===== config.mk =====
export PLATFORM = sky130hd
export DESIGN_NAME = proc_ctrl
export DESIGN_NICKNAME = d
export VERILOG_FILES = /design/src/rtl/proc_ctrl_pkg.sv /design/src/rtl/proc_ctrl_regs.sv /design/src/rtl/proc_ctrl.sv
export SDC_FILE = /design/constraint.sdc
export NUM_CORES = 1
export LEC_CHECK = 0
export CORE_MARGIN = 2
export CORE_UTILIZATION = 40
export CTS_CLUSTER_SIZE = 25
export DETAILED_ROUTE_END_ITERATION = 10
export GPL_TIMING_DRIVEN = 0
export MAX_ROUTING_LAYER = met4
export PLACE_DENSITY_LB_ADDON = 0.2
export SYNTH_ARGS = -nofsm -noshare
export SYNTH_HDL_FRONTEND = slang
export SYNTH_SLANG_ARGS = --single-unit

===== constraint.sdc =====
create_clock -name clk -period 3.78 [get_ports clk]
set_clock_uncertainty 0.1 [all_clocks]
set_input_delay 0.945 -clock clk [delete_from_list [all_inputs] [get_ports clk]]
set_output_delay 0.945 -clock clk [all_outputs]
set_load 0.01 [all_outputs]

===== src/rtl/proc_ctrl_pkg.sv =====
// proc_ctrl_pkg: shared types and constants for the pixel-pipeline run controller.
//   ctrl_state_t   : run FSM state (IDLE/RUN/STOP_PEND), also readable in STATUS[1:0]
//   ADDR_*         : register word addresses
//   CTRL_*         : bit indices inside the CTRL register
//   KERNEL_ID      : identity 3x3 kernel (centre byte = 1), reset value of the kernel
package proc_ctrl_pkg;

  typedef enum logic [1:0] {
    IDLE      = 2'd0,
    RUN       = 2'd1,
    STOP_PEND = 2'd2
  } ctrl_state_t;

  localparam logic [2:0] ADDR_CTRL      = 3'd0;
  localparam logic [2:0] ADDR_MODE      = 3'd1;
  localparam logic [2:0] ADDR_KERN0     = 3'd2;
  localparam logic [2:0] ADDR_KERN1     = 3'd3;
  localparam logic [2:0] ADDR_KERN2     = 3'd4;
  localparam logic [2:0] ADDR_STATUS    = 3'd5;
  localparam logic [2:0] ADDR_FRAME_CNT = 3'd6;
  localparam logic [2:0] ADDR_PIX_CNT   = 3'd7;

  localparam int CTRL_START   = 0;
  localparam int CTRL_STOP    = 1;
  localparam int CTRL_CONT    = 2;
  localparam int CTRL_IRQ_CLR = 3;

  localparam logic [71:0] KERNEL_ID = 72'h00_0000_0001_0000_0000;

endpackage


===== src/rtl/proc_ctrl_regs.sv =====
// proc_ctrl_regs: register file of the run controller.
//   Holds the shadow mode/kernel copies and the CONT latch, decodes write
//   strobes for the top, and provides the registered read path.
// Ports:
//   clk_i, rst_i            : clock, synchronous active-high reset
//   reg_we_i/reg_re_i       : write / read strobes
//   reg_addr_i, reg_wdata_i : word address, write data
//   state_i, cfg_pending_i, irq_i, frame_cnt_i, pix_cnt_i : status sources
//   shadow_mode_o, shadow_kernel_o : shadow configuration
//   cont_o                  : latched continuous-mode bit
//   ctrl_wr_o, cfg_wr_o     : this cycle writes CTRL / any of MODE,KERN0..2
//   reg_rdata_o, reg_rvalid_o : read data, valid one cycle after reg_re_i
module proc_ctrl_regs
  import proc_ctrl_pkg::*;
#(
  parameter int PIX_W  = 10,
  parameter int FCNT_W = 16
) (
  input  logic              clk_i,
  input  logic              rst_i,
  input  logic              reg_we_i,
  input  logic              reg_re_i,
  input  logic [2:0]        reg_addr_i,
  input  logic [31:0]       reg_wdata_i,
  input  ctrl_state_t       state_i,
  input  logic              cfg_pending_i,
  input  logic              irq_i,
  input  logic [FCNT_W-1:0] frame_cnt_i,
  input  logic [PIX_W-1:0]  pix_cnt_i,
  output logic [1:0]        shadow_mode_o,
  output logic [71:0]       shadow_kernel_o,
  output logic              cont_o,
  output logic              ctrl_wr_o,
  output logic              cfg_wr_o,
  output logic [31:0]       reg_rdata_o,
  output logic              reg_rvalid_o
);

  logic [1:0]  mode_q, mode_d;
  logic [71:0] kern_q, kern_d;
  logic        cont_q, cont_d;
  logic [31:0] rdata_q, rdata_d;
  logic        rvalid_q;
  logic [31:0] rd_mux;

  assign ctrl_wr_o = reg_we_i && (reg_addr_i == ADDR_CTRL);
  assign cfg_wr_o  = reg_we_i && (reg_addr_i >= ADDR_MODE) && (reg_addr_i <= ADDR_KERN2);

  always_comb begin
    mode_d = mode_q;
    kern_d = kern_q;
    cont_d = cont_q;
    if (reg_we_i) begin
      case (reg_addr_i)
        ADDR_CTRL:  cont_d = reg_wdata_i[CTRL_CONT];
        ADDR_MODE:  mode_d = reg_wdata_i[1:0];
        ADDR_KERN0: kern_d[31:0]  = reg_wdata_i;
        ADDR_KERN1: kern_d[63:32] = reg_wdata_i;
        ADDR_KERN2: kern_d[71:64] = reg_wdata_i[7:0];
        default: ;
      endcase
    end
  end

  // CTRL is write-only and reads back as 0.
  always_comb begin
    rd_mux = '0;
    case (reg_addr_i)
      ADDR_MODE:      rd_mux = {30'd0, mode_q};
      ADDR_KERN0:     rd_mux = kern_q[31:0];
      ADDR_KERN1:     rd_mux = kern_q[63:32];
      ADDR_KERN2:     rd_mux = {24'd0, kern_q[71:64]};
      ADDR_STATUS:    rd_mux = {28'd0, irq_i, cfg_pending_i, state_i};
      ADDR_FRAME_CNT: rd_mux = 32'(frame_cnt_i);
      ADDR_PIX_CNT:   rd_mux = 32'(pix_cnt_i);
      default:        rd_mux = '0;
    endcase
  end

  assign rdata_d = reg_re_i ? rd_mux : '0;

  always_ff @(posedge clk_i) begin
    if (rst_i) begin
      mode_q   <= 2'd0;
      kern_q   <= KERNEL_ID;
      cont_q   <= 1'b0;
      rdata_q  <= '0;
      rvalid_q <= 1'b0;
    end else begin
      mode_q   <= mode_d;
      kern_q   <= kern_d;
      cont_q   <= cont_d;
      rdata_q  <= rdata_d;
      rvalid_q <= reg_re_i;
    end
  end

  assign shadow_mode_o   = mode_q;
  assign shadow_kernel_o = kern_q;
  assign cont_o          = cont_q;
  assign reg_rdata_o     = rdata_q;
  assign reg_rvalid_o    = rvalid_q;

endmodule


===== src/rtl/proc_ctrl.sv =====
// proc_ctrl: register-mapped run controller for the pixel pipeline.
//   Gates the data_proc -> sink handshake so processing starts/stops on frame
//   boundaries, holds the active mode/kernel (loaded from shadow only at START
//   or at a frame boundary), counts pixels and frames, raises frame-done irq.
// Handshake: a pixel transfers on a cycle where pix_valid && pix_ready; both
//   pix_ready and sink_valid are combinational and forced low in IDLE.
// Ports: clk, rst (sync, active-high); reg_we/reg_re/reg_addr/reg_wdata/
//   reg_rdata/reg_rvalid register bus; mode/kernel active config;
//   pix_valid/pix_ready upstream; sink_valid/sink_ready downstream; irq.
// Build option: define PROC_CTRL_IRQ_EN to implement irq; otherwise irq is 0.
module proc_ctrl
  import proc_ctrl_pkg::*;
#(
  parameter int IMAGE_SIZE = 1024,
  parameter int FCNT_W     = 16
) (
  input  logic        clk,
  input  logic        rst,
  input  logic        reg_we,
  input  logic        reg_re,
  input  logic [2:0]  reg_addr,
  input  logic [31:0] reg_wdata,
  output logic [31:0] reg_rdata,
  output logic        reg_rvalid,
  output logic [1:0]  mode,
  output logic [71:0] kernel,
  input  logic        pix_valid,
  output logic        pix_ready,
  output logic        sink_valid,
  input  logic        sink_ready,
  output logic        irq
);

  localparam int PIX_W = $clog2(IMAGE_SIZE);
  localparam logic [PIX_W-1:0] PIX_LAST = PIX_W'(IMAGE_SIZE - 1);

  ctrl_state_t       state_q, state_d;
  logic [1:0]        mode_q, mode_d;
  logic [71:0]       kernel_q, kernel_d;
  logic              cfg_pending_q, cfg_pending_d;
  logic [PIX_W-1:0]  pix_cnt_q, pix_cnt_d;
  logic [FCNT_W-1:0] frame_cnt_q, frame_cnt_d;

  logic [1:0]  shadow_mode;
  logic [71:0] shadow_kernel;
  logic        cont, ctrl_wr, cfg_wr;
  logic        running, xfer, eof, start, stop, load_active;

  proc_ctrl_regs #(.PIX_W(PIX_W), .FCNT_W(FCNT_W)) u_regs (
    .clk_i           (clk),
    .rst_i           (rst),
    .reg_we_i        (reg_we),
    .reg_re_i        (reg_re),
    .reg_addr_i      (reg_addr),
    .reg_wdata_i     (reg_wdata),
    .state_i         (state_q),
    .cfg_pending_i   (cfg_pending_q),
    .irq_i           (irq),
    .frame_cnt_i     (frame_cnt_q),
    .pix_cnt_i       (pix_cnt_q),
    .shadow_mode_o   (shadow_mode),
    .shadow_kernel_o (shadow_kernel),
    .cont_o          (cont),
    .ctrl_wr_o       (ctrl_wr),
    .cfg_wr_o        (cfg_wr),
    .reg_rdata_o     (reg_rdata),
    .reg_rvalid_o    (reg_rvalid)
  );

  assign running    = (state_q != IDLE);
  assign pix_ready  = sink_ready && running;
  assign sink_valid = pix_valid && running;
  assign xfer       = pix_valid && pix_ready;
  assign eof        = xfer && (pix_cnt_q == PIX_LAST);
  assign start      = ctrl_wr && reg_wdata[CTRL_START];
  assign stop       = ctrl_wr && reg_wdata[CTRL_STOP];

  always_comb begin
    state_d       = state_q;
    mode_d        = mode_q;
    kernel_d      = kernel_q;
    cfg_pending_d = cfg_pending_q;
    pix_cnt_d     = pix_cnt_q;
    frame_cnt_d   = frame_cnt_q;
    load_active   = 1'b0;

    case (state_q)
      IDLE: begin
        if (start && !stop) begin
          state_d     = RUN;
          load_active = 1'b1;
        end
      end
      // A STOP landing on the last pixel ends the run at this boundary
      // rather than committing to one more frame.
      RUN: begin
        if (eof && (!cont || stop)) state_d = IDLE;
        else if (stop)              state_d = STOP_PEND;
      end
      STOP_PEND: begin
        if (eof) state_d = IDLE;
      end
      default: state_d = IDLE;
    endcase

    if (xfer) begin
      if (eof) begin
        pix_cnt_d   = '0;
        frame_cnt_d = frame_cnt_q + 1'b1;
        if (cfg_pending_q) load_active = 1'b1;
      end else begin
        pix_cnt_d = pix_cnt_q + 1'b1;
      end
    end

    // Loads copy the pre-write shadow; a shadow write in the same cycle
    // keeps cfg_pending set so it lands at the next boundary.
    if (load_active) begin
      mode_d        = shadow_mode;
      kernel_d      = shadow_kernel;
      cfg_pending_d = 1'b0;
    end
    if (cfg_wr) cfg_pending_d = 1'b1;
  end

  always_ff @(posedge clk) begin
    if (rst) begin
      state_q       <= IDLE;
      mode_q        <= 2'd0;
      kernel_q      <= KERNEL_ID;
      cfg_pending_q <= 1'b0;
      pix_cnt_q     <= '0;
      frame_cnt_q   <= '0;
    end else begin
      state_q       <= state_d;
      mode_q        <= mode_d;
      kernel_q      <= kernel_d;
      cfg_pending_q <= cfg_pending_d;
      pix_cnt_q     <= pix_cnt_d;
      frame_cnt_q   <= frame_cnt_d;
    end
  end

  assign mode   = mode_q;
  assign kernel = kernel_q;

`ifdef PROC_CTRL_IRQ_EN
  logic irq_q, irq_d;

  // Set on end of frame wins over a simultaneous IRQ_CLR.
  always_comb begin
    irq_d = irq_q;
    if (ctrl_wr && reg_wdata[CTRL_IRQ_CLR]) irq_d = 1'b0;
    if (eof) irq_d = 1'b1;
  end

  always_ff @(posedge clk) begin
    if (rst) irq_q <= 1'b0;
    else     irq_q <= irq_d;
  end

  assign irq = irq_q;
`else
  assign irq = 1'b0;
`endif

endmodule


Run 1, gate-type map:
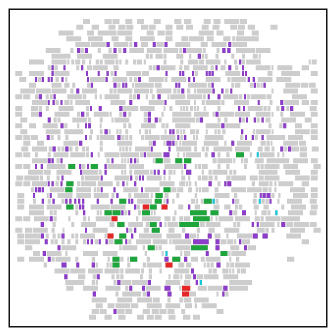
| family | color | cells |
|---|---|---|
| NAND gates | purple | 246 |
| multiplexers | green | 34 |
| AND-OR and OR-AND gates | red | 7 |
| inverters | cyan | 6 |

Run 1, routing congestion:
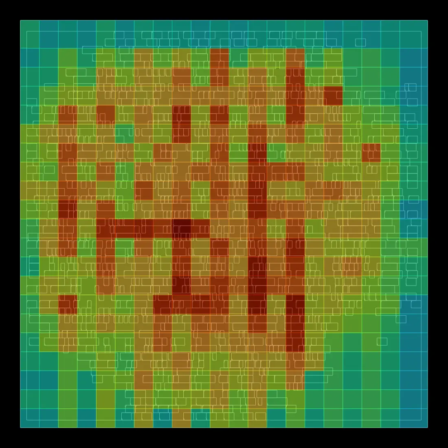
highest-utilization routing layer at the global route stage: met2
grt met3 use: 3.47%

Run 1, M2 wires:
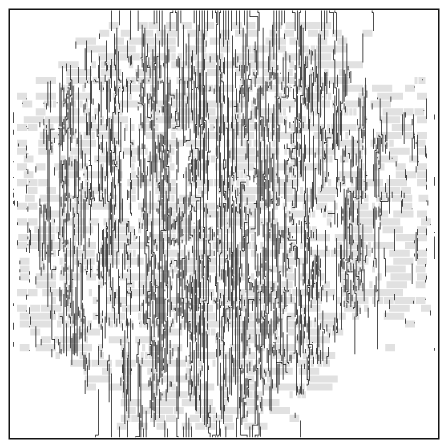
share of all routed wire: 45%
nets with wire on the layer: 984

run 1: Yosys cell counts, types with 7 or more instances:
master and count:
sky130_fd_sc_hd__o21ai_0 84, sky130_fd_sc_hd__buf_1 10, sky130_fd_sc_hd__a22oi_1 20, sky130_fd_sc_hd__nand4_1 8
sky130_fd_sc_hd__mux2i_1 22, sky130_fd_sc_hd__nor2_1 62, sky130_fd_sc_hd__dfxtp_1 211, sky130_fd_sc_hd__nand2_1 144
sky130_fd_sc_hd__clkbuf_1 64, sky130_fd_sc_hd__or3_1 7, sky130_fd_sc_hd__nand3_1 82, sky130_fd_sc_hd__mux2_2 7
sky130_fd_sc_hd__a21oi_1 163
run 1: power groups by stage:
stage	clock network, mW	registers [mW]	logic (mW)
floorplan	0	2.30	0.108
detailed placement	0	2.31	0.217
finish	2.47	2.26	0.222
global route	2.58	2.26	0.237
CTS	2.49	2.26	0.218
global placement	0	2.31	0.216
run 1: layout make-up:
class | count | area [sq um]
clock buffers | 32 | 659
flip-flops and latches | 211 | 4220
inverters | 6 | 22.5
fillers | 1933 | 9350
plain buffers | 87 | 358
repair buffers | 147 | 1470
clock inverters | 9 | 174
multi-input cells | 681 | 3710
well taps | 270 | 338
run 1: per-stage QoR:
step                instance area, sq um  total power, mW  TNS [ns]  hold WS, ns
floorplan                           8310             2.41         0        0.342
global route                       11000             5.08         0        0.380
detailed placement                 10100             2.53    -0.317        0.355
CTS                                11000             4.97         0        0.364
finish                             11000             4.96         0        0.361
global placement                   10100             2.53    -0.265        0.351
run 1: final timing paths:
check             slack, ns  depth (start not counted)         end
setup / recovery       0.41                          7  kernel[65]
hold reg to reg        0.36                          2     mode[0]
setup reg to reg       0.94                          7  kernel[66]
hold / removal         0.36                          2     mode[0]
==> writeup.txt, run 1 <==
The startpoint of the worst hold path is mode[0]. Distinct cell type count of the synthesized netlist: 57. The type of the tightest min-delay check was register to register. The clock network burns 49.9% of the power. In this run the cell area of the synthesized design comes to 8310 sq um.

In the log, the iteration count for the first detailed-route pass is 5. Per the OpenROAD floorplan log, the height of the die is 148 microns. The logs give 0 for the initial antenna violation count and 35.5% for the met1 layer usage reported by global route.

The synthesis report lists the Yosys warning total as 0. Power per cell area: 453 nW/um^2. A synthesized cell averages 8.44 sq um.

The horizontal die dimension was 148 microns; the vias after detailed routing was 8016. The slowest stage of the critical path is the sky130_fd_sc_hd__clkdlybuf4s50_1 cell. The most frequent logic cell in the layout is sky130_fd_sc_hd__dfxtp_1. The floorplan row count came out at 52.

Among the stages of the critical path, the cell type that occurs most often is sky130_fd_sc_hd__clkbuf_1. For the count of endpoints failing setup in the final report, the log shows 0. Setup repair after global routing left no endpoint under its margin.

Listed in order, past its start point the critical path passes clkdlybuf4s50_1 -> nor4b_2 -> nand4b_1 -> clkbuf_1 -> clkbuf_1 -> nand3_1 -> a21oi_1. The tools report the maximum resistive drop on vdd as 0.281 mV. Synthesis handed over a netlist of 985 instances. Grouping non-sequential cells by family puts the most area in simple AND/OR/NAND/NOR gates. The run gives 7465 as the via count of the first global-routing pass.

On the reported timing paths, the clock transition at the registers reads 0.06 ns. Per the detail_route log, the uppermost layer with routed signals is met4. Before placement the cells fill 40.9% of the core.

According to the floorplan report, the total die area is 21900 sq um. DRC marker count from the first detailed-route iteration: 745. The tree is rooted in a sky130_fd_sc_hd__clkbuf_16.

The run gives 0 as the remaining antenna violation count. With the maximum buffer depth of the clock tree at 3, the area inside the core boundary is 20300 sq um. The power report lists cell-internal power as 3.88 mW.

The minimum clock period after layout is 3.37 ns. Sorting the synthesized cells by area gives the leading types as sky130_fd_sc_hd__dfxtp_1 51%, sky130_fd_sc_hd__a21oi_1 9.8%, sky130_fd_sc_hd__nand2_1 6.5%. The tools report the count of unresolved DRC violations after routing as 0.

For this run, asynchronously set or reset flops after synthesis account for 0%. The pin closest to its max-slew limit shows a slew of 0.834 ns. The total I/O pin count is 151, and the adder and majority cell fraction of the synthesized area is 0.301%. The worst-case setup margin in the final layout was 0.412 ns. In the Yosys report, the sequential cells make up 50.8% of the chip area. The pin count of the biggest net entering global routing was 14; the critical path arrival was 3.64 ns. Combinational logic burns 4.5% of the power. The placement report lists the number of port buffers as 147.

The post-cts gate resize count came out at 0. The run gives 3 for the number of buffer and inverter instances along the worst setup path. Of the total power, registers draw 45.6%.

The report puts the hold buffer count at CTS at 0. The post-CTS setup buffer count was 0. According to the finish report, the design has a final net count of 1200. Using the TritonRoute via totals, the vias-per-cell ratio works out to 5.56. The run gives 25.4% as the total track usage.

The flow ran to the end, and the final reports show no timing, DRC or antenna violations. The run gives -0.0408 ns for the worst slack after detailed placement. The worst setup path is launched from an input port. Leaving out fill and tap cells, the most frequent cells in the layout are 211 x sky130_fd_sc_hd__dfxtp_1, 163 x sky130_fd_sc_hd__a21oi_1, 147 x sky130_fd_sc_hd__clkdlybuf4s50_1.

From synthesis to final layout, the design area changed by 31.8%. STA classifies the critical path endpoint as a register. Headroom to the max-slew limit came out at 44.4%.

CTS added clock buffers totalling 23. The number of H-tree branching levels was 1. According to the timing report, the critical path is launched from reg_we. In the per-layer breakdown of the detailed-route log, met1 shows 12300 microns.

The run gives 38.0% for the global-route met2 utilization. In this design, the largest share of critical-path delay is due to buffers and inverters. The leakage power is 3.58 nW, and the critical path required time is 4.05 ns. The cell-mix breakdown from Yosys lists the XOR/XNOR area share as 1.05%. Per the detail_route log, met3 wirelength is 2180 microns.

Post-synthesis net count: 1028. For the final routed wirelength across all metal layers, the log shows 27900 microns. The post-synth count of flops with an enable pin is 0. For this run, the chip area from Yosys synthesis comes to 8310 sq um.

The clock insertion delay at the later pin of the skew report was 0.51 ns; the flop and latch count out of synthesis was 211. The cell type that accounts for the most area after synthesis is sky130_fd_sc_hd__dfxtp_1. For this run, the slowest stage of the critical path takes 0.65 ns. The total grt overflow came out at 0.

Final HPWL from detailed placement: 20100 microns. The sink count of the clock tree was 211. The stage logs contain a warning count of 26. The commonest register cell is sky130_fd_sc_hd__dfxtp_1.

The area share of the leading cell type in the synthesized netlist was 50.8%. In the Yosys report the total cell count is 985. The multiplexer area fraction after synthesis was 4.86%; the highest net fanout along the worst path was 10. TritonCTS built the clock tree. In the final layout, the share of cells above drive strength 1 is 5.97%. The tools report the power spent charging and discharging nets as 1.08 mW. Summing the areas of all and, or, nand and nor instances in the mapped netlist gives 19.5% of the synthesized area.

Summing the areas of all compound-gate instances in the mapped netlist gives 18.8% of the synthesized area. With the final hold violation count at 0, the met2 wire length is 12400 microns. The max capacitance violation total was 0.

For reference, the most critical setup path is categorized as input port to register. The number of cells in the design after placement is 1402. The fraction of power spent switching nets works out to 21.7%.

The final weighted congestion of routability-driven global placement is 0.932. Cells fill 54.0% of the core in the end. The script logs the mean routed wire length per placed instance as 19.3 microns. The run gives 0 as the final max-slew violation count. After the flow finishes, the layout carries non-filler instances totaling 1443. The origin of the critical flop-to-flop path is pix_cnt_q[0]. Based on the critical path, the design can be clocked at up to 297 MHz. The final worst-path cycle share is 89.1%.

The number of antenna diodes in the final layout is 0. The run gives 42500 microns as the global-route wire length before repair.
--- run 2 (diff from run 1) ---
--- a/config.mk
+++ b/config.mk
@@ -6,7 +6,7 @@
 export NUM_CORES = 1
 export LEC_CHECK = 0
 export CORE_MARGIN = 2
-export CORE_UTILIZATION = 40
+export CORE_UTILIZATION = 56
 export CTS_CLUSTER_SIZE = 25
 export DETAILED_ROUTE_END_ITERATION = 10
 export GPL_TIMING_DRIVEN = 0
Run 2, gate-type map:
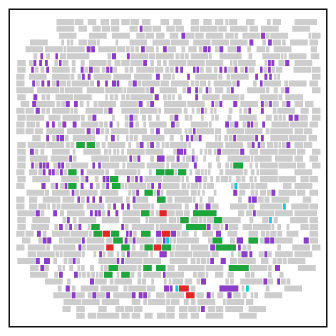
| family | color | cells |
|---|---|---|
| multiplexers | green | 34 |
| NAND gates | purple | 246 |
| AND-OR and OR-AND gates | red | 7 |
| inverters | cyan | 6 |

Run 2, sequential cells colored by netlist name:
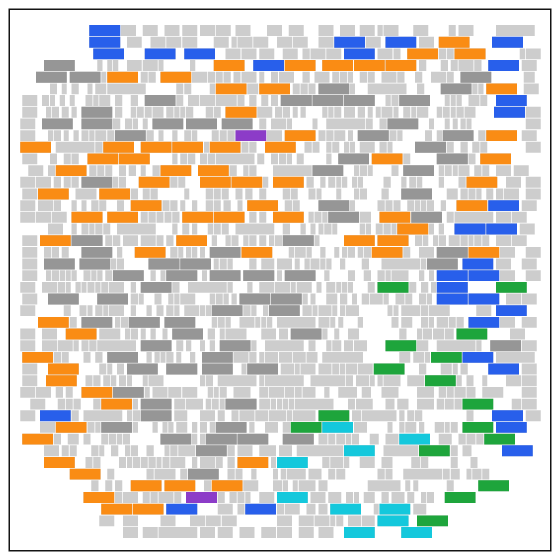
| netlist name | color | sequential cells |
|---|---|---|
| u_regs.reg_rdata_o | blue | 32 |
| mode | purple | 2 |
| kernel | orange | 72 |
| pix_cnt_q | cyan | 10 |
| frame_cnt_q | green | 16 |
not colored: 79

==> run 2 against run 1 <==
Against the previous run: flip-flop count unchanged; clock power decreased by 12%; final cell count decreased by 6.0%; sequential share of layout area increased by 0.72 points; clock-buffer cell count increased by 1; core utilization increased by 20 points; total power decreased by 6.0%; critical path depth unchanged; die area decreased by 28%; worst hold slack about the same; worst setup slack improved by 0.078 ns; largest power group is now registers.
==> writeup.txt, run 2 <==
The root buffer cell chosen for the clock tree is sky130_fd_sc_hd__clkbuf_16. The flow measured a signed area growth from synthesis to layout of 29.4%. The power spent charging and discharging nets is 1.02 mW (-4.9%). The worst setup path is captured at a register. The global-route wire length before repair was 41200 microns (-3.2%).

The post-CTS setup buffer count was 0 (unchanged); the fraction of synthesis flops using an asynchronous set or reset pin was 0% (unchanged). The maximum buffer depth of the clock tree is 3 (unchanged). For the number of H-tree branching levels, the log shows 1 (unchanged).

Clock insertion delay at the later pin of the skew report: 0.50 ns (about the same). The run gives 48.6% (+3.0 points) for the sequential cell fraction of total power. The power per cell area was 433 nW/um^2 (-4.2%).

The run gives 0 (unchanged) for the max capacitance violation total. The highest net fanout along the worst path works out to 10 (unchanged). With the global-route met2 utilization at 51.2% (+13 points), the tally of OpenROAD warnings is 26 (unchanged). The tools report the total track usage as 33.3% (+7.8 points).

The group that draws the most power in this run is registers. The clock slew at the register clock pins of the worst setup and hold paths was 0.06 ns (about the same). The final weighted congestion of routability-driven global placement is 0.942 (+1.1%), and the worst slew margin relative to its limit is 45.5% (+1.1 points). The fraction of power spent switching nets works out to 22.0% (+0.25 points). STA classifies the critical path startpoint as an input port. Area of the synthesized netlist per yosys stat: 8310 sq um (unchanged).

For the total CTS buffers, the log shows 22 (-4.3%). Counting only logic cells after layout, the most numerous master is sky130_fd_sc_hd__dfxtp_1. Setup repair after global routing left no endpoint under its margin.

Core utilization before placement: 57.2% (+16 points). The power dissipated in sequential cells came out at 2.26 mW (about the same). Yosys reports that the most numerous cell types are 211 x sky130_fd_sc_hd__dfxtp_1, 163 x sky130_fd_sc_hd__a21oi_1, 144 x sky130_fd_sc_hd__nand2_1, 84 x sky130_fd_sc_hd__o21ai_0, 82 x sky130_fd_sc_hd__nand3_1.

With the die outline height at 126 microns (-15%), the quantity of hold-fixing buffers added after cts is 0 (unchanged). The horizontal die dimension works out to 126 microns (-15%). Average detailed-routed wire length per instance: 19.4 microns (+0.68%). The category of the most critical setup path was input port to register.

The instance area at placement is 10000 sq um (-1.1%), and the area inside the core boundary is 14500 sq um (-28%). The busiest layer in global routing is met2. Post-synth design cell area: 8310 sq um (unchanged). The run gives 0 (unchanged) as the final hold violation count.

The transition time at the pin with the least slew margin works out to 0.818 ns (-0.0168 ns). The remaining antenna violation count was 0 (unchanged); the number of iterations in the first detailed-routing pass was 5 (unchanged). With the sequential element share of the synthesized area at 50.8% (unchanged), the final HPWL from detailed placement is 18500 microns (-7.6%). The post-synthesis cell count is 985 (unchanged), and the via count of the first global-routing pass is 7695 (+3.1%). The run gives 10800 sq um (-1.8%) as the post-route standard cell area excluding fillers. By instance count, the leading cell after synthesis is sky130_fd_sc_hd__dfxtp_1. The final instance count without filler cells was 1356 (-6.0%). The final worst-path cycle share is 87.0% (-2.1 points), and the average footprint of a synthesized cell is 8.44 sq um (unchanged).

By instance count after routing, the leading logic cell types are 211 x sky130_fd_sc_hd__dfxtp_1, 163 x sky130_fd_sc_hd__a21oi_1, 147 x sky130_fd_sc_hd__clkdlybuf4s50_1. Total I/O pin count: 151 (unchanged). Pin count of the biggest net entering global routing: 14 (unchanged). The flow ran to the end, and the final reports show no timing, DRC or antenna violations. The tools report the maximum resistive drop on vdd as 0.381 mV (+36%). For the internal cell power, the log shows 3.64 mW (-6.3%). The type of the tightest min-delay check was register to register. For the area of all sequential standard cells, the log shows 4220 sq um (unchanged).

TritonCTS built the clock tree. The total power came out at 4.66 mW (-6.0%). The achievable frequency is 304 MHz (+2.4%), and the met3 demand-to-capacity share in global routing is 6.63% (+3.2 points). The run gives 74.0% (+20 points) for the utilization of the core after routing. For the power consumed by combinational cells, the log shows 0.219 mW (about the same). The critical path arrival was 3.55 ns (-0.09 ns). The run gives 2.18 mW (-12%) as the clock-net power. The run gives 5.89% (-0.075 points) for the share of layout cells above drive strength 1. For the initial antenna violation count, the log shows 1 (+1). For reference, the top cells by area after synthesis are sky130_fd_sc_hd__dfxtp_1 51%, sky130_fd_sc_hd__a21oi_1 9.8%, sky130_fd_sc_hd__nand2_1 6.5%. The final routed wirelength across all metal layers was 26400 microns (-5.4%); the number of enable-type register cells in the synthesized netlist was 0 (unchanged). With the critical path required time at 4.04 ns (about the same), the count of unresolved DRC violations after routing is 0 (unchanged). The floorplan row count is 44 (-15%).
Run 2, metal 3:
The bar under the picture is 50 microns long.
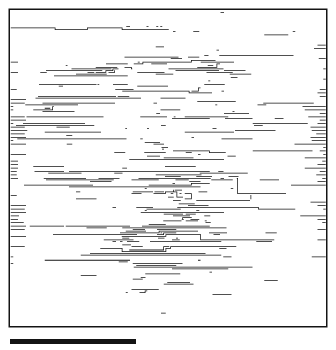
nets with wire on the layer: 223
share of all routed wire: 11%

-- run 2: layout make-up --
| class | instances | share of cell area [%] |
|---|---|---|
| well taps | 184 | 2.14 |
| plain buffers | 87 | 3.33 |
| repair buffers | 147 | 13.7 |
| multi-input cells | 681 | 34.5 |
| inverters | 6 | 0.209 |
| clock buffers | 33 | 6.35 |
| flip-flops and latches | 211 | 39.3 |
| clock inverters | 6 | 0.512 |
| diodes | 1 | 0.0233 |
-- run 2: worst max-delay path, cell delays in order --
cell and delay [ns]:
sky130_fd_sc_hd__clkdlybuf4s50_1 0.64, sky130_fd_sc_hd__nor4b_2 0.58, sky130_fd_sc_hd__nand4b_1 0.33, sky130_fd_sc_hd__clkbuf_1 0.42, sky130_fd_sc_hd__clkbuf_1 0.37, sky130_fd_sc_hd__nand3_1 0.18, sky130_fd_sc_hd__a21oi_1 0.08
-- run 2: final timing paths --
path	to	start	depth (start not counted)	slack, ns
setup / recovery	kernel[65]	reg_we	7	0.49
hold / removal	kernel[52]	kernel[52]	2	0.36
setup reg to reg	kernel[63]	pix_cnt_q[0]	7	1.08
hold reg to reg	kernel[52]	kernel[52]	2	0.36
-- run 2: logic make-up after synthesis --
logic type,count (synthesis),synth area share [%]
AND/OR/NAND/NOR,346,19.5
flip-flops,211,50.8
XOR/XNOR,10,1.05
buffers and inverters,93,4.58
other,1,0.0451
AND-OR/OR-AND,288,18.8
adder cells (fa/ha/maj),2,0.301
multiplexers,34,4.86
-- run 2: metal layers --
| layer | share of wire (%) | up-vias |
|---|---|---|
| met5 | 0 | - |
| met3 | 11 | 89 |
| met2 | 45 | 494 |
| met1 | 40 | 3886 |
| met4 | 4.2 | 0 |
| li1 | - | 3787 |
--- run 3 (diff from run 2) ---
--- a/config.mk
+++ b/config.mk
@@ -9,7 +9,6 @@
 export CORE_UTILIZATION = 56
 export CTS_CLUSTER_SIZE = 25
 export DETAILED_ROUTE_END_ITERATION = 10
-export GPL_TIMING_DRIVEN = 0
 export MAX_ROUTING_LAYER = met4
 export PLACE_DENSITY_LB_ADDON = 0.2
 export SYNTH_ARGS = -nofsm -noshare
Run 3, M2 wires:
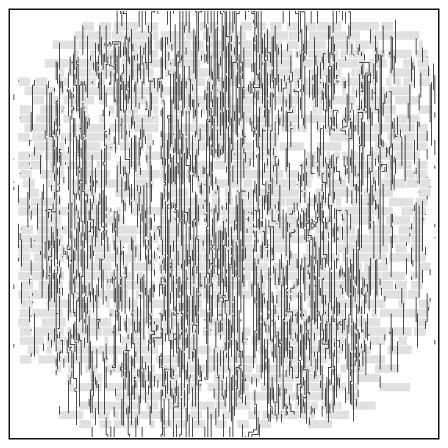
wire length on this layer: 10900 microns
longest straight run: 44.2 microns
share of all routed wire: 46%
nets with wire on the layer: 936
main direction: vertical

Run 3, sequential cells colored by netlist name:
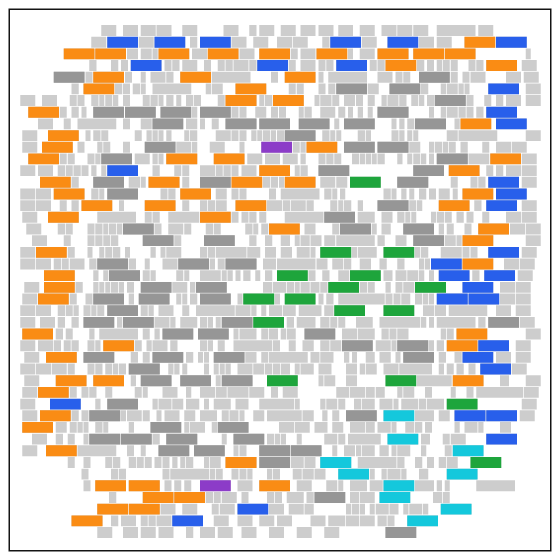
| netlist name | color | sequential cells |
|---|---|---|
| u_regs.reg_rdata_o | blue | 32 |
| pix_cnt_q | cyan | 10 |
| mode | purple | 2 |
| kernel | orange | 72 |
| frame_cnt_q | green | 16 |
not colored: 79

==> run 3 against run 2 <==
Against the previous run: synthesized cell count unchanged; final cell count is 4.4% lower; combinational power down 2%; clock-buffer cell count down 3; highest routed layer unchanged; area after synthesis stayed put.
==> writeup.txt, run 3 <==
The busiest layer in global routing is met2. The achievable frequency was 310 MHz (+1.9%); the routed wire length on met3 was 1920 microns (-33%). The type recorded for the worst min-delay path is register to register. The cell chosen for the clock root was sky130_fd_sc_hd__clkbuf_16. With the total power at 4.57 mW (-1.9%), the core utilization before placement is 57.2% (unchanged). The worst slew margin relative to its limit is 55.0% (+9.5 points), and the transition time at the pin with the least slew margin is 0.675 ns (-0.143 ns). The tools report the setup slack of the most critical reg-to-reg path as 1.44 ns (+0.36 ns). STA classifies the critical path startpoint as an input port. The run finished with clean final reports.

The run gives 85.4% (-1.6 points) for the final worst-path cycle share. The remaining antenna violation count is 0 (unchanged). The final hold violation count is 0 (unchanged), and the critical path required time is 2.73 ns (-1.31 ns).

With the number of cells traversed by the worst register-to-register path at 5 (-2), the final HPWL from detailed placement is 15800 microns (-15%). Per the timing report, the most critical flop-to-flop path finishes at frame_cnt_q[15]. The share of layout cells above drive strength 1 came out at 7.73% (+1.8 points). Average footprint of a synthesized cell: 8.44 sq um (unchanged). The fraction of synthesis flops using an asynchronous set or reset pin came out at 0% (unchanged). Ranked by total cell area, the synthesized netlist is headed by sky130_fd_sc_hd__dfxtp_1 51%, sky130_fd_sc_hd__a21oi_1 9.8%, sky130_fd_sc_hd__nand2_1 6.5%.

The logs give 0 (-1) for the number of antenna repair diodes and 2.18 ns (-1.37 ns) for the critical path arrival. Traced cell by cell, the critical path runs through clkdlybuf4s50_1 -> nor2b_1 -> clkdlybuf4s50_1. The run gives 0.250 mV (-34%) for the maximum resistive drop on vdd.

The horizontal die dimension works out to 126 microns (unchanged). The run gives 66 (+52) as the pin count of the biggest net entering global routing. In the layout the commonest cells are 211 x sky130_fd_sc_hd__dfxtp_1, 163 x sky130_fd_sc_hd__a21oi_1, 148 x sky130_fd_sc_hd__clkdlybuf4s50_1. Power per cell area: 431 nW/um^2 (-0.68%). For the clock insertion delay at the later pin of the skew report, the log shows 0.50 ns (about the same). The highest net fanout along the worst path is 4 (-6), and the routed length on met1 is 10300 microns (-1.3%). Setup repair after global routing left no endpoint under its margin. TritonCTS built the clock tree. The sequential element share of the synthesized area came out at 50.8% (unchanged).

The run gives 0 (unchanged) for the quantity of hold-fixing buffers added after cts. The run gives 4.21% (-2.4 points) for the met3 demand-to-capacity share in global routing. The critical path is of the input port to primary output type.

For the initial antenna violation count, the log shows 0 (-1). Instance area at placement: 9940 sq um (-0.76%). The number of enable-type register cells in the synthesized netlist was 0 (unchanged).

The area of the synthesized netlist per yosys stat was 8310 sq um (unchanged). With the global-route met2 utilization at 46.5% (-4.8 points), the met2 wire length is 10900 microns (-8.4%). The tally of OpenROAD warnings is 26 (unchanged), and the largest stage delay on the critical path is 0.55 ns (-0.09 ns).

The tools report the final weighted congestion of routability-driven global placement as 0.954 (+1.3%). Most repeated library cell on the critical path: sky130_fd_sc_hd__clkdlybuf4s50_1. The max capacitance violation total is 0 (unchanged), and the post-CTS setup buffer count is 0 (unchanged). Origin of the critical flop-to-flop path: pix_cnt_q[1]. The run gives 126 microns (unchanged) for the die outline height.

The most frequent cell after synthesis is sky130_fd_sc_hd__dfxtp_1. The average detailed-routed wire length per instance works out to 18.3 microns (-5.7%). The total CTS buffers was 21 (-4.5%); the clock slew at the register clock pins of the worst setup and hold paths was 0.06 ns (about the same).

The minimum clock period after layout came out at 3.23 ns. For the total track usage, the log shows 30.5% (-2.8 points). Post-synthesis cell count: 985 (unchanged). The top layer reached by signal wires is met4. For the count of unresolved DRC violations after routing, the log shows 0 (unchanged). The number of H-tree branching levels is 1 (unchanged).

The post-synth design cell area came out at 8310 sq um (unchanged). The run gives 44 (unchanged) as the floorplan row count. The logs give 73.1% (-0.89 points) for the utilization of the core after routing and 5 (unchanged) for the number of iterations in the first detailed-routing pass.

With the post-route standard cell area excluding fillers at 10600 sq um (-1.2%), the final max-slew violation count is 0. The tools report the startpoint of the worst hold path as kernel[70]. Via count of the first global-routing pass: 7283 (-5.4%). Among logic cells in the layout, the one with the most instances is sky130_fd_sc_hd__dfxtp_1. The critical path's slowest stage uses the library cell sky130_fd_sc_hd__clkdlybuf4s50_1.

The area inside the core boundary was 14500 sq um (unchanged); the final routed wirelength across all metal layers was 23800 microns (-9.8%). The number of cells on the worst hold path works out to 2 (unchanged). Global-route wire length before repair: 38400 microns (-6.6%). STA classifies the critical path endpoint as a primary output. The endpoint of the worst hold path is reported as kernel[70].

For reference, the top cells by count after synthesis are 211 x sky130_fd_sc_hd__dfxtp_1, 163 x sky130_fd_sc_hd__a21oi_1, 144 x sky130_fd_sc_hd__nand2_1, 84 x sky130_fd_sc_hd__o21ai_0, 82 x sky130_fd_sc_hd__nand3_1.
Run 3, gate-type map:
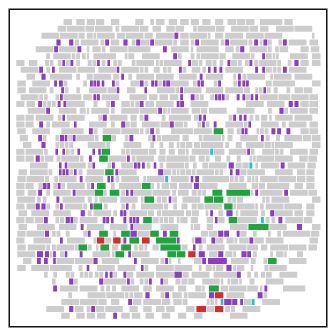
| family | color | cells |
|---|---|---|
| AND-OR and OR-AND gates | red | 7 |
| inverters | cyan | 6 |
| multiplexers | green | 34 |
| NAND gates | purple | 246 |

run 3: cell types whose count changed in the layout (fill, tap and decap cells not counted), sizes merged:
cell / previous run / this run
buf: 17 / 30
clkinv: 5 / 4
bufinv: 1 / 2
clkdlybuf4s50: 147 / 148
inv: 6 / 7
clkbuf: 103 / 30
diode: 1 / 0
run 3: metrics by stage:
stage	instances	setup WS, ns
floorplan	985	1.25
global placement	1260	0.439
detailed placement	1260	0.383
CTS	1297	0.561
global route	1297	0.515
finish	1297	0.551
run 3: final cells by class:
class / count / area [sq um]
multi-input cells: 681 / 3730
clock inverters: 7 / 88.8
inverters: 6 / 22.5
well taps: 184 / 230
repair buffers: 178 / 1730
fillers: 1134 / 3910
clock buffers: 30 / 599
flip-flops and latches: 211 / 4220
run 3: cell families after synthesis:
| kind of cell | share of synthesized area [%] |
|---|---|
| compound gates | 18.8 |
| xor+xnor | 1.05 |
| fa+ha+maj | 0.301 |
| buf+inv | 4.58 |
| flops | 50.8 |
| mux | 4.86 |
| other cells | 0.0451 |
| simple gates | 19.5 |
run 3: how the worst max path moves through the flow:
stage | start | to | slack [ns] | cells past startpoint
finish | pix_valid | sink_valid | 0.55 | 3
global route | pix_valid | sink_valid | 0.52 | 3
CTS | pix_valid | sink_valid | 0.56 | 3
detailed placement | reg_addr[1] | kernel[8] | 0.38 | 6
global placement | reg_addr[1] | kernel[8] | 0.44 | 6
floorplan | reg_addr[1] | kernel[32] | 1.25 | 7
run 3: critical path, delay by kind of cell:
family | cells | cell delay, ns
AND/OR/NAND/NOR | 1 | 0.15
buffers and inverters | 2 | 1.09
run 3: power by group:
part | internal (mW) | switching (mW) | total (mW)
combinational | 0.0861 | 0.128 | 0.214
sequential | 2.24 | 0.0175 | 2.26
clock | 1.24 | 0.859 | 2.10
total | 3.57 | 1.00 | 4.57
No activity file was given, so power comes from the tool's default toggle rates.
